## config.mk

```make
export PLATFORM = sky130hd
export DESIGN_NAME = palette_loader
export DESIGN_NICKNAME = d
export VERILOG_FILES = /design/src/rtl/palette_loader.sv
export SDC_FILE = /design/constraint.sdc
export NUM_CORES = 1
export LEC_CHECK = 0
export ABC_AREA = 0
export CORE_UTILIZATION = 41
export DETAILED_ROUTE_END_ITERATION = 7
export GPL_TIMING_DRIVEN = 0
export PLACE_DENSITY = 0.83
export SYNTH_ARGS = -nofsm -noshare
export SYNTH_HDL_FRONTEND = slang
export SYNTH_SLANG_ARGS = --single-unit
```

## constraint.sdc

```tcl
create_clock -name clk -period 2.3 [get_ports clk]
set_clock_uncertainty 0.2 [all_clocks]
set_input_delay 0.23 -clock clk [delete_from_list [all_inputs] [get_ports clk]]
set_output_delay 0.23 -clock clk [all_outputs]
set_load 0.03 [all_outputs]
```

## src/rtl/palette_loader.sv

```systemverilog
// rtl/palette_loader.sv - streams colour words into a palette RAM with 1-cycle registered writes.
// Optional readback checksum verify compiled in with PALETTE_LOADER_VERIFY_EN.
module palette_loader #(
    parameter int ADDR_W = 10,
    parameter int DATA_W = 16
) (
    input  logic              clk,
    input  logic              rst,
    input  logic              start,
    input  logic [ADDR_W-1:0] startAddr,
    input  logic [ADDR_W:0]   count,
    input  logic              inValid,
    input  logic [DATA_W-1:0] inData,
    output logic              inReady,
    output logic              palWriteEn,
    output logic [ADDR_W-1:0] palAddr,
    output logic [DATA_W-1:0] palWriteData,
    input  logic [DATA_W-1:0] palReadData,
    output logic              busy,
    output logic              done,
    output logic              error
);
`ifdef PALETTE_LOADER_VERIFY_EN
    typedef enum logic [1:0] {S_IDLE = 2'd0, S_LOAD = 2'd1, S_VERIFY = 2'd2, S_FIN = 2'd3} state_t;
`else
    typedef enum logic [1:0] {S_IDLE = 2'd0, S_LOAD = 2'd1, S_FIN = 2'd3} state_t;
`endif

    localparam logic [ADDR_W-1:0] ADDR_ONE = {{(ADDR_W-1){1'b0}}, 1'b1};
    localparam logic [ADDR_W:0]   CNT_ONE  = {{ADDR_W{1'b0}}, 1'b1};
    localparam logic [ADDR_W:0]   CNT_ZERO = '0;

    state_t            state_q, state_d;
    logic [ADDR_W-1:0] addr_q, addr_d;
    logic [ADDR_W:0]   remaining_q, remaining_d;
    logic              pal_we_q, pal_we_d;
    logic [ADDR_W-1:0] pal_addr_q, pal_addr_d;
    logic [DATA_W-1:0] pal_wdata_q, pal_wdata_d;
    logic              busy_q, busy_d;
    logic              done_q, done_d;
    logic              beat;

`ifdef PALETTE_LOADER_VERIFY_EN
    logic [ADDR_W-1:0] start_addr_q, start_addr_d;
    logic [ADDR_W:0]   count_q, count_d;
    logic [ADDR_W-1:0] verify_addr_q, verify_addr_d;
    logic [ADDR_W:0]   verify_left_q, verify_left_d;
    logic [15:0]       sum_wr_q, sum_wr_d;
    logic [15:0]       sum_rd_q, sum_rd_d;
    logic              error_q, error_d;
    logic [15:0]       in16, rd16, rd_sum;

    assign in16    = 16'(inData);
    assign rd16    = 16'(palReadData);
    assign rd_sum  = sum_rd_q + rd16;
    assign error   = error_q;
    assign palAddr = (state_q == S_VERIFY) ? verify_addr_q : pal_addr_q;
`else
    logic unused_rd;

    assign unused_rd = ^palReadData;
    assign error     = 1'b0;
    assign palAddr   = pal_addr_q;
`endif

    assign inReady      = (state_q == S_LOAD) && (remaining_q != CNT_ZERO);
    assign beat         = inValid && inReady;
    assign palWriteEn   = pal_we_q;
    assign palWriteData = pal_wdata_q;
    assign busy         = busy_q;
    assign done         = done_q;

    always_comb begin
        state_d     = state_q;
        addr_d      = addr_q;
        remaining_d = remaining_q;
        pal_we_d    = 1'b0;
        pal_addr_d  = pal_addr_q;
        pal_wdata_d = pal_wdata_q;
        // busy/done are registered views of the state, so done follows FIN by one cycle
        busy_d      = (state_q != S_IDLE);
        done_d      = (state_q == S_FIN);
`ifdef PALETTE_LOADER_VERIFY_EN
        start_addr_d  = start_addr_q;
        count_d       = count_q;
        verify_addr_d = verify_addr_q;
        verify_left_d = verify_left_q;
        sum_wr_d      = sum_wr_q;
        sum_rd_d      = sum_rd_q;
        error_d       = error_q;
`endif
        case (state_q)
            S_IDLE: begin
                if (start) begin
`ifdef PALETTE_LOADER_VERIFY_EN
                    error_d = 1'b0;
`endif
                    if (count != CNT_ZERO) begin
                        addr_d      = startAddr;
                        remaining_d = count;
                        state_d     = S_LOAD;
`ifdef PALETTE_LOADER_VERIFY_EN
                        start_addr_d = startAddr;
                        count_d      = count;
                        sum_wr_d     = '0;
`endif
                    end else begin
                        state_d = S_FIN;
                    end
                end
            end
            S_LOAD: begin
                if (beat) begin
                    pal_we_d    = 1'b1;
                    pal_addr_d  = addr_q;
                    pal_wdata_d = inData;
                    addr_d      = addr_q + ADDR_ONE;
                    remaining_d = remaining_q - CNT_ONE;
`ifdef PALETTE_LOADER_VERIFY_EN
                    sum_wr_d    = sum_wr_q + in16;
`else
                    if (remaining_q == CNT_ONE) begin
                        state_d = S_FIN;
                    end
`endif
                end
`ifdef PALETTE_LOADER_VERIFY_EN
                // wait one cycle after the last beat so the final write lands before readback
                if (remaining_q == CNT_ZERO) begin
                    state_d       = S_VERIFY;
                    verify_addr_d = start_addr_q;
                    verify_left_d = count_q;
                    sum_rd_d      = '0;
                end
`endif
            end
`ifdef PALETTE_LOADER_VERIFY_EN
            S_VERIFY: begin
                sum_rd_d      = rd_sum;
                verify_addr_d = verify_addr_q + ADDR_ONE;
                verify_left_d = verify_left_q - CNT_ONE;
                if (verify_left_q == CNT_ONE) begin
                    error_d = (rd_sum != sum_wr_q);
                    state_d = S_FIN;
                end
            end
`endif
            S_FIN: begin
                state_d = S_IDLE;
            end
            default: begin
                state_d = S_IDLE;
            end
        endcase
    end

    always_ff @(posedge clk) begin
        if (rst) begin
            state_q     <= S_IDLE;
            addr_q      <= '0;
            remaining_q <= '0;
            pal_we_q    <= 1'b0;
            pal_addr_q  <= '0;
            pal_wdata_q <= '0;
            busy_q      <= 1'b0;
            done_q      <= 1'b0;
`ifdef PALETTE_LOADER_VERIFY_EN
            start_addr_q  <= '0;
            count_q       <= '0;
            verify_addr_q <= '0;
            verify_left_q <= '0;
            sum_wr_q      <= '0;
            sum_rd_q      <= '0;
            error_q       <= 1'b0;
`endif
        end else begin
            state_q     <= state_d;
            addr_q      <= addr_d;
            remaining_q <= remaining_d;
            pal_we_q    <= pal_we_d;
            pal_addr_q  <= pal_addr_d;
            pal_wdata_q <= pal_wdata_d;
            busy_q      <= busy_d;
            done_q      <= done_d;
`ifdef PALETTE_LOADER_VERIFY_EN
            start_addr_q  <= start_addr_d;
            count_q       <= count_d;
            verify_addr_q <= verify_addr_d;
            verify_left_q <= verify_left_d;
            sum_wr_q      <= sum_wr_d;
            sum_rd_q      <= sum_rd_d;
            error_q       <= error_d;
`endif
        end
    end

endmodule

```

**Run 1: the clock network**

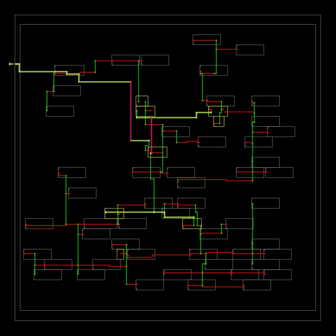
clock buffers: 5
clk latency late pin: 0.31 ns
TritonCTS Buffers: 5
Seq cells: 52

**Run 1: signal wires on met3**

Drawn at 4 px/um.
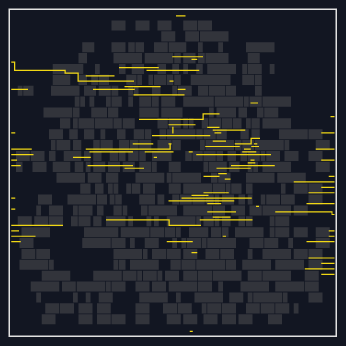
nets with wire on the layer	62
wire length on this layer	529 um
main direction	horizontal
met3 track demand over resource: 4.61%
Via Count: 2679

**Run 1: placed cells, one colour a class**

Drawn at 6 px/um.
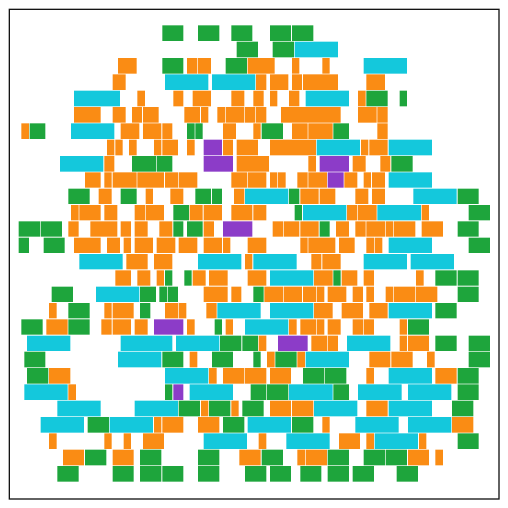
class	colour	cells
registers	cyan	52
remaining buffers and delay cells	green	100
remaining logic cells	orange	215
clock drivers and dummy loads	purple	8
flop share of the area: 29.3%
Final Util: 59.6%

==> out/results.ini, run 1 <==
[run_status]
status = finished, final reports clean

[pwr]
power_leader = sequential cells
p_switching_uw = 724
seqPwrFrac_pct = 46.9
cell_internal_pwr_mw = 1.48
power_mw = 2.21

[worst_setup_path]
crit_path_end_kind = flop
arrival_ns = 2.18
rr_endpoint = remaining_q[7]
critical_path_required_ns = 2.28
r2r_cells = 5
cp.depth = 5
critical_path.max_stage_delay_ns = 0.51
rrSetupSlack_ns = 0.10

[final_timing]
min_period_ns = 2.20
slew_viol_final = 0
rsz0062_at_grt = no
setup_viol = 0
fin_ws_ns = 0.101

[yosys]
yosys-top-cells-count = 52 x dfxtp_1, 39 x nor2_1, 28 x mux2i_1
ff_type = dfxtp_1
synth_nets = 355
async_flop_share_pct = 0
top_cell = dfxtp_1
synth_flops = 52
avgSynthCellArea_sq_um = 8.79
yosysChipArea_sq_um = 2580
top_area_share_pct = 40.3

[placement]
port_buffers = 70
pre_cts_ws_ns = -0.414

[cts]
clock_sinks = 52

[global_routing]
grt_usage_pct = 23.7
use_met2_pct = 38.3
use_met1_pct = 30.6
grt_max_degree = 18
antenna_found_initial = 0

[hold_path]
worstHoldEndpoint = palWriteData[0]

[job]
maxCapViolCount = 0

[floorplan]
dieArea_sq_um = 6620
fp.dieH_um = 81.4
fp-utilization_pct = 43.1

[finish]
instances_no_fill = 450
nNetsFinal = 435

[detailed_routing]
drt_iter0_markers = 259

-- run 1: tightest hold or removal path, cell delays in order (launching register included) --
cell	delay, ns
dfxtp_1	0.34
mux2i_1	0.06
nor2_1	0.07
-- run 1: area by class of cell --
class                           count  area, sq um
Clock buffer                        5         68.8
Buffer                             25          133
Multi-Input combinational cell    209         1450
Fill cell                         511         2420
Clock inverter                      3         21.3
Tap cell                           75         93.8
Timing Repair Buffer               75          733
Inverter                            6         22.5
Sequential cell                    52         1050
-- run 1: cells by family after synthesis --
logic type	Yosys count	synth area share (%)
flops	52	40.3
mux	28	10.8
other cells	1	0.145
buf+inv	33	5.33
simple gates	113	22.7
fa+ha+maj	4	1.94
compound gates	63	18.8
==> run 2: changes to the inputs <==
Settings changed: MAX_ROUTING_LAYER set to met4.
**Run 2: the clock network**

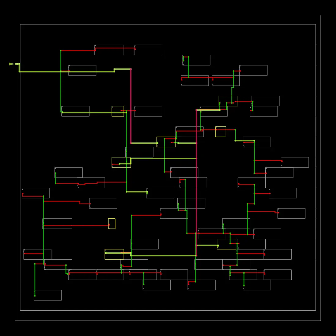
clk latency late pin: 0.32 ns
Clk power: 548 uW
clk sinks: 52

==> run 2 against run 1 <==
  * Global-route usage up 0.79 points
  * Non-clock buffer count down 2
  * Sequential cell count unchanged
  * Via count up 0.45%
  * Total power down 0.69%
  * Register-to-register slack worse by 0.07 ns
  * Critical endpoint unchanged
  * First-iteration DRC count up 0.77%
  * Wire length down 0.28%
  * Critical path depth unchanged
  * Highest routed layer unchanged
  * Worst setup slack worse by 0.065 ns
==> out/results.ini, run 2 <==
[final_timing]
fin_ws_ns = 0.0354  ; was 0.101 ns
setup_viol = 0  ; unchanged

[detailed_routing]
drt_iter0_markers = 261  ; was 259

[yosys]
avgSynthCellArea_sq_um = 8.79  ; unchanged
ff_type = dfxtp_1  ; unchanged
yosys-top-cells-count = 52 x dfxtp_1, 39 x nor2_1, 28 x mux2i_1  ; unchanged
synth_nets = 355  ; unchanged
yosysChipArea_sq_um = 2580  ; unchanged
top_area_share_pct = 40.3  ; unchanged

[finish]
comb_cells = 209  ; unchanged
seq_cells = 52  ; unchanged
nNetsFinal = 433  ; was 435
seq_share_pct = 29.6  ; was 29.3%
mi_logic_area_sq_um = 1440  ; was 1450 sq um
top_area_cell_class = multi-input combinational cells  ; unchanged
fill_cells = 503  ; was 511
buf_share_pct = 23.8  ; was 24.3%
instances_no_fill = 448  ; was 450
inverters = 6  ; unchanged
final-clk-cell-share_pct = 2.56  ; was 2.52%
buffers = 98  ; was 100
nClkBuffers = 5  ; unchanged
final_util_pct = 58.9  ; was 59.6%

[worst_setup_path]
rr_endpoint = remaining_q[7]  ; unchanged
critical_path.max_stage_delay_ns = 0.50  ; was 0.51 ns
r2r_cells = 5  ; unchanged
crit_path_end_kind = flop  ; unchanged

[global_routing]
use_met2_pct = 37.9  ; was 38.3%
use_met1_pct = 30.3  ; was 30.6%

[placement]
pre_cts_ws_ns = -0.411  ; was -0.414 ns
port_buffers = 70  ; unchanged

[floorplan]
fp-utilization_pct = 43.1  ; unchanged
dieArea_sq_um = 6620  ; unchanged

[run_status]
status = finished, final reports clean  ; unchanged

[job]
maxCapViolCount = 0  ; unchanged

[cts]
cts_buffers = 5  ; unchanged

[pwr]
power_mw = 2.19  ; was 2.21 mW

[hold_path]
worstHoldEndpoint = addr_q[9]  ; was palWriteData[0]

run 2: cell types whose count changed in the layout (fill, tap and decap cells not counted), sizes merged:
cell	previous run	this run
buf	14	13
clkbuf	22	21
run 2: power by group:
| group | switching (mW) | internal [mW] | leakage (nW) |
|---|---|---|---|
| clock | 0.331 | 0.217 | 0.0445 |
| combinational | 0.330 | 0.279 | 0.780 |
| sequential | 0.0695 | 0.964 | 0.426 |
run 2: cell families after synthesis:
family | after synthesis | share of synthesized area [%]
simple gates | 113 | 22.7
compound gates | 63 | 18.8
flops | 52 | 40.3
buf+inv | 33 | 5.33
mux | 28 | 10.8
fa+ha+maj | 4 | 1.94
other cells | 1 | 0.145
**Run 2: placed cells, one colour a class**

Drawn at 6 px/um.
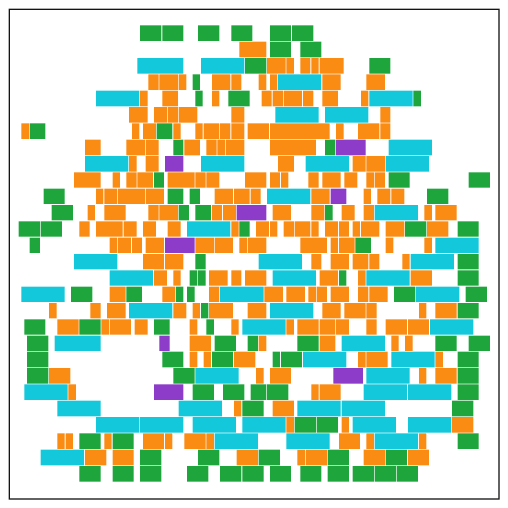

==> run 3: changes to the inputs <==
Settings changed: CORE_ASPECT_RATIO set to 1.2, CORE_UTILIZATION 41 to 50, DONT_BUFFER_PORTS set to 1, PLACE_DENSITY 0.83 to 0.75.
Clock period 2.3 ns to 1.87 ns, I/O delays scaled along.
**Run 3: placed cells, one colour a class**

Drawn at 6 px/um.
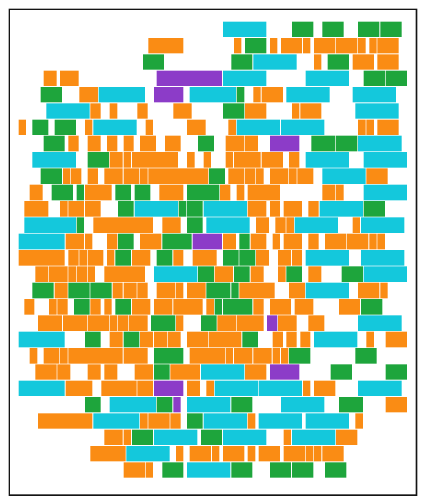
class	colour	cells
remaining buffers and delay cells	green	77
clock drivers and dummy loads	purple	8
remaining logic cells	orange	215
registers	cyan	52
final instance area: 3540 sq um
flop share of the area: 29.8%

==> run 3 against run 2 <==
  * The run now ends with setup timing left
  * Register-to-register slack worse by 0.35 ns
  * Critical endpoint unchanged
  * Wire length grew 8.2%
  * Area after synthesis stayed put
  * Largest power group unchanged
  * Critical path depth down 1
  * Worst setup slack worse by 0.35 ns
  * Combinational power is 34% higher
  * Critical path type unchanged
  * Highest routed layer unchanged
==> out/results.ini, run 3 <==
[worst_setup_path]
critical_path.max_stage_delay_ns = 0.51  ; was 0.50 ns
crit_path_end_kind = flop  ; unchanged
rrSetupSlack_ns = -0.32  ; was 0.04 ns
r2r_cells = 4  ; was 5
startpoint_type = flop  ; unchanged
critical_path_required_ns = 1.86  ; was 2.30 ns
crit_slowest_cell = or4_4  ; was or4_1
arrival_ns = 2.18  ; was 2.26 ns
rr_endpoint = remaining_q[7]  ; unchanged
cp.depth = 4  ; was 5

[global_routing]
antenna_found_initial = 0  ; unchanged
grt_busiest_layer = met2  ; unchanged
grt_pass1_vias = 2507  ; was 2449
use_met2_pct = 48.9  ; was 37.9%
grt_util_met3_pct = 7.16  ; was 5.73%
use_met1_pct = 33.5  ; was 30.3%
grt_max_degree = 16  ; was 18
grt_usage_pct = 29.9  ; was 24.5%

[pwr]
power_mw = 2.92  ; was 2.19 mW
p_leak_nw = 1.29  ; was 1.25 nW

[final_timing]
timing.slew.headroom_pct = 59.1  ; was 58.5%
min_period_ns = 2.19  ; was 2.26 ns
fin_ws_ns = -0.319  ; was 0.0354 ns
fin_hold_ws_ns = 0.0434  ; was 0.298 ns
rsz0062_at_grt = yes  ; unchanged
setup_viol = 45  ; was 0
slew_viol_final = 0  ; unchanged

[yosys]
simple_gate_share_pct = 22.7  ; unchanged
ys_warn_count = 0  ; unchanged
yosys-top-cells-count = 52 x dfxtp_1, 39 x nor2_1, 28 x mux2i_1  ; unchanged
ys_sh_aoi_pct = 18.8  ; unchanged
synth-adder-area-share_pct = 1.94  ; unchanged
ys_sh_xor_pct = 0  ; unchanged
async_flop_share_pct = 0  ; unchanged
top_cell = dfxtp_1  ; unchanged
ff_type = dfxtp_1  ; unchanged
synth_flops = 52  ; unchanged
ys_sh_mux_pct = 10.8  ; unchanged
ys_types = 51  ; unchanged
top_logic_kind = simple AND/OR/NAND/NOR gates  ; unchanged
avgSynthCellArea_sq_um = 8.79  ; unchanged
top_area_share_pct = 40.3  ; unchanged
synth_nets = 355  ; unchanged
edf_count = 0  ; unchanged
yosysChipArea_sq_um = 2580  ; unchanged
synth_area_leader_cell = dfxtp_1  ; unchanged

[floorplan]
top_level_ports = 88  ; unchanged
dieArea_sq_um = 5460  ; was 6620 sq um
fp.dieH_um = 80.7  ; was 81.4 um
fp-utilization_pct = 52.3  ; was 43.1%

[detailed_routing]
vias_per_cell = 6.58  ; was 6.01
drt_iter0_markers = 249  ; was 261
vias = 2711  ; was 2691
dr_wl_met2_um = 3970  ; was 3490 um
drc = 0  ; unchanged
drtAntennaViolNets = 0  ; unchanged

[finish]
final_util_pct = 71.6  ; was 58.9%
fill_cells = 357  ; was 503
nNetsFinal = 412  ; was 433
instances_no_fill = 412  ; was 448
drive_above_1_share_pct = 22.7  ; was 9.92%
ff_latch_area_sq_um = 1050  ; was 1040 sq um
mi_logic_area_sq_um = 1600  ; was 1440 sq um

[placement]
dp_cells = 354  ; was 439
pre_cts_ws_ns = -0.628  ; was -0.411 ns
port_buffers = 0  ; was 70

[cts]
cts_resized = 60  ; was 12
cts_buffer_depth = 2  ; unchanged
clock_sinks = 52  ; unchanged
htree_num_levels = 2  ; unchanged
ctsRootBufferMaster = clkbuf_8  ; unchanged
postCtsSetupBuffers = 8  ; was 1
clkLatencyLatePin_ns = 0.32  ; about the same
cts_buffers = 5  ; unchanged
clk_pin_slew_ns = 0.09  ; was 0.10 ns

[hold_path]
worstHoldEndpoint = remaining_q[1]  ; was addr_q[9]

[run_status]
violations = setup timing
status = complete, but fails checks  ; was finished, final reports clean

[job]
log.warning_count = 47  ; was 45
maxCapViolCount = 0  ; unchanged

-- run 3: cell counts after synthesis --
Identical to the previous run, type by type.
-- run 3: layout make-up --
| class | count | share of cell area [%] |
|---|---|---|
| clock inverters | 2 | 0.990 |
| multi-input cells | 209 | 45.1 |
| clock buffers | 6 | 2.05 |
| repair buffers | 56 | 14.5 |
| flip-flops and latches | 52 | 29.8 |
| well taps | 60 | 2.12 |
| plain buffers | 21 | 4.81 |
| inverters | 6 | 0.636 |
-- run 3: report_power, final --
| group | internal [mW] | total [mW] | switching, mW |
|---|---|---|---|
| sequential | 1.19 | 1.34 | 0.149 |
| combinational | 0.406 | 0.816 | 0.410 |
| clock | 0.397 | 0.770 | 0.373 |
| total | 1.99 | 2.92 | 0.932 |

## Gallery

Routed metal per tile.
Plate I
Drawn at 4 px/um. The die is cut into 14 by 16 equal tiles; dark purple is low, yellow is high, scaled to the fullest tile. Values are wire area over tile area, all layers added.
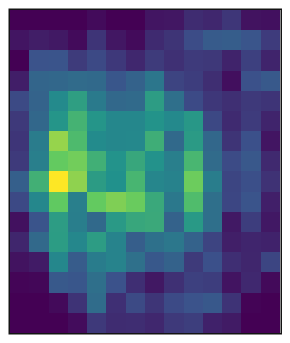
Plate II
Drawn at 4 px/um. The die is cut into 16 by 16 equal tiles; dark purple is low, yellow is high, scaled to the fullest tile. Values are wire area over tile area, all layers added.
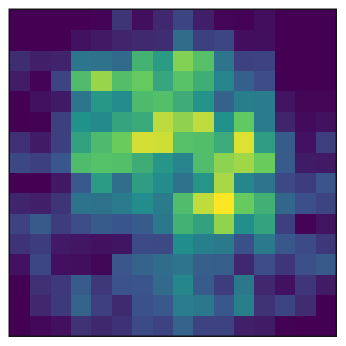
| from | picture |
|---|---|
| run 3 | Plate I |
| run 1 | Plate II |

Power and IR drop assume default switching activity.
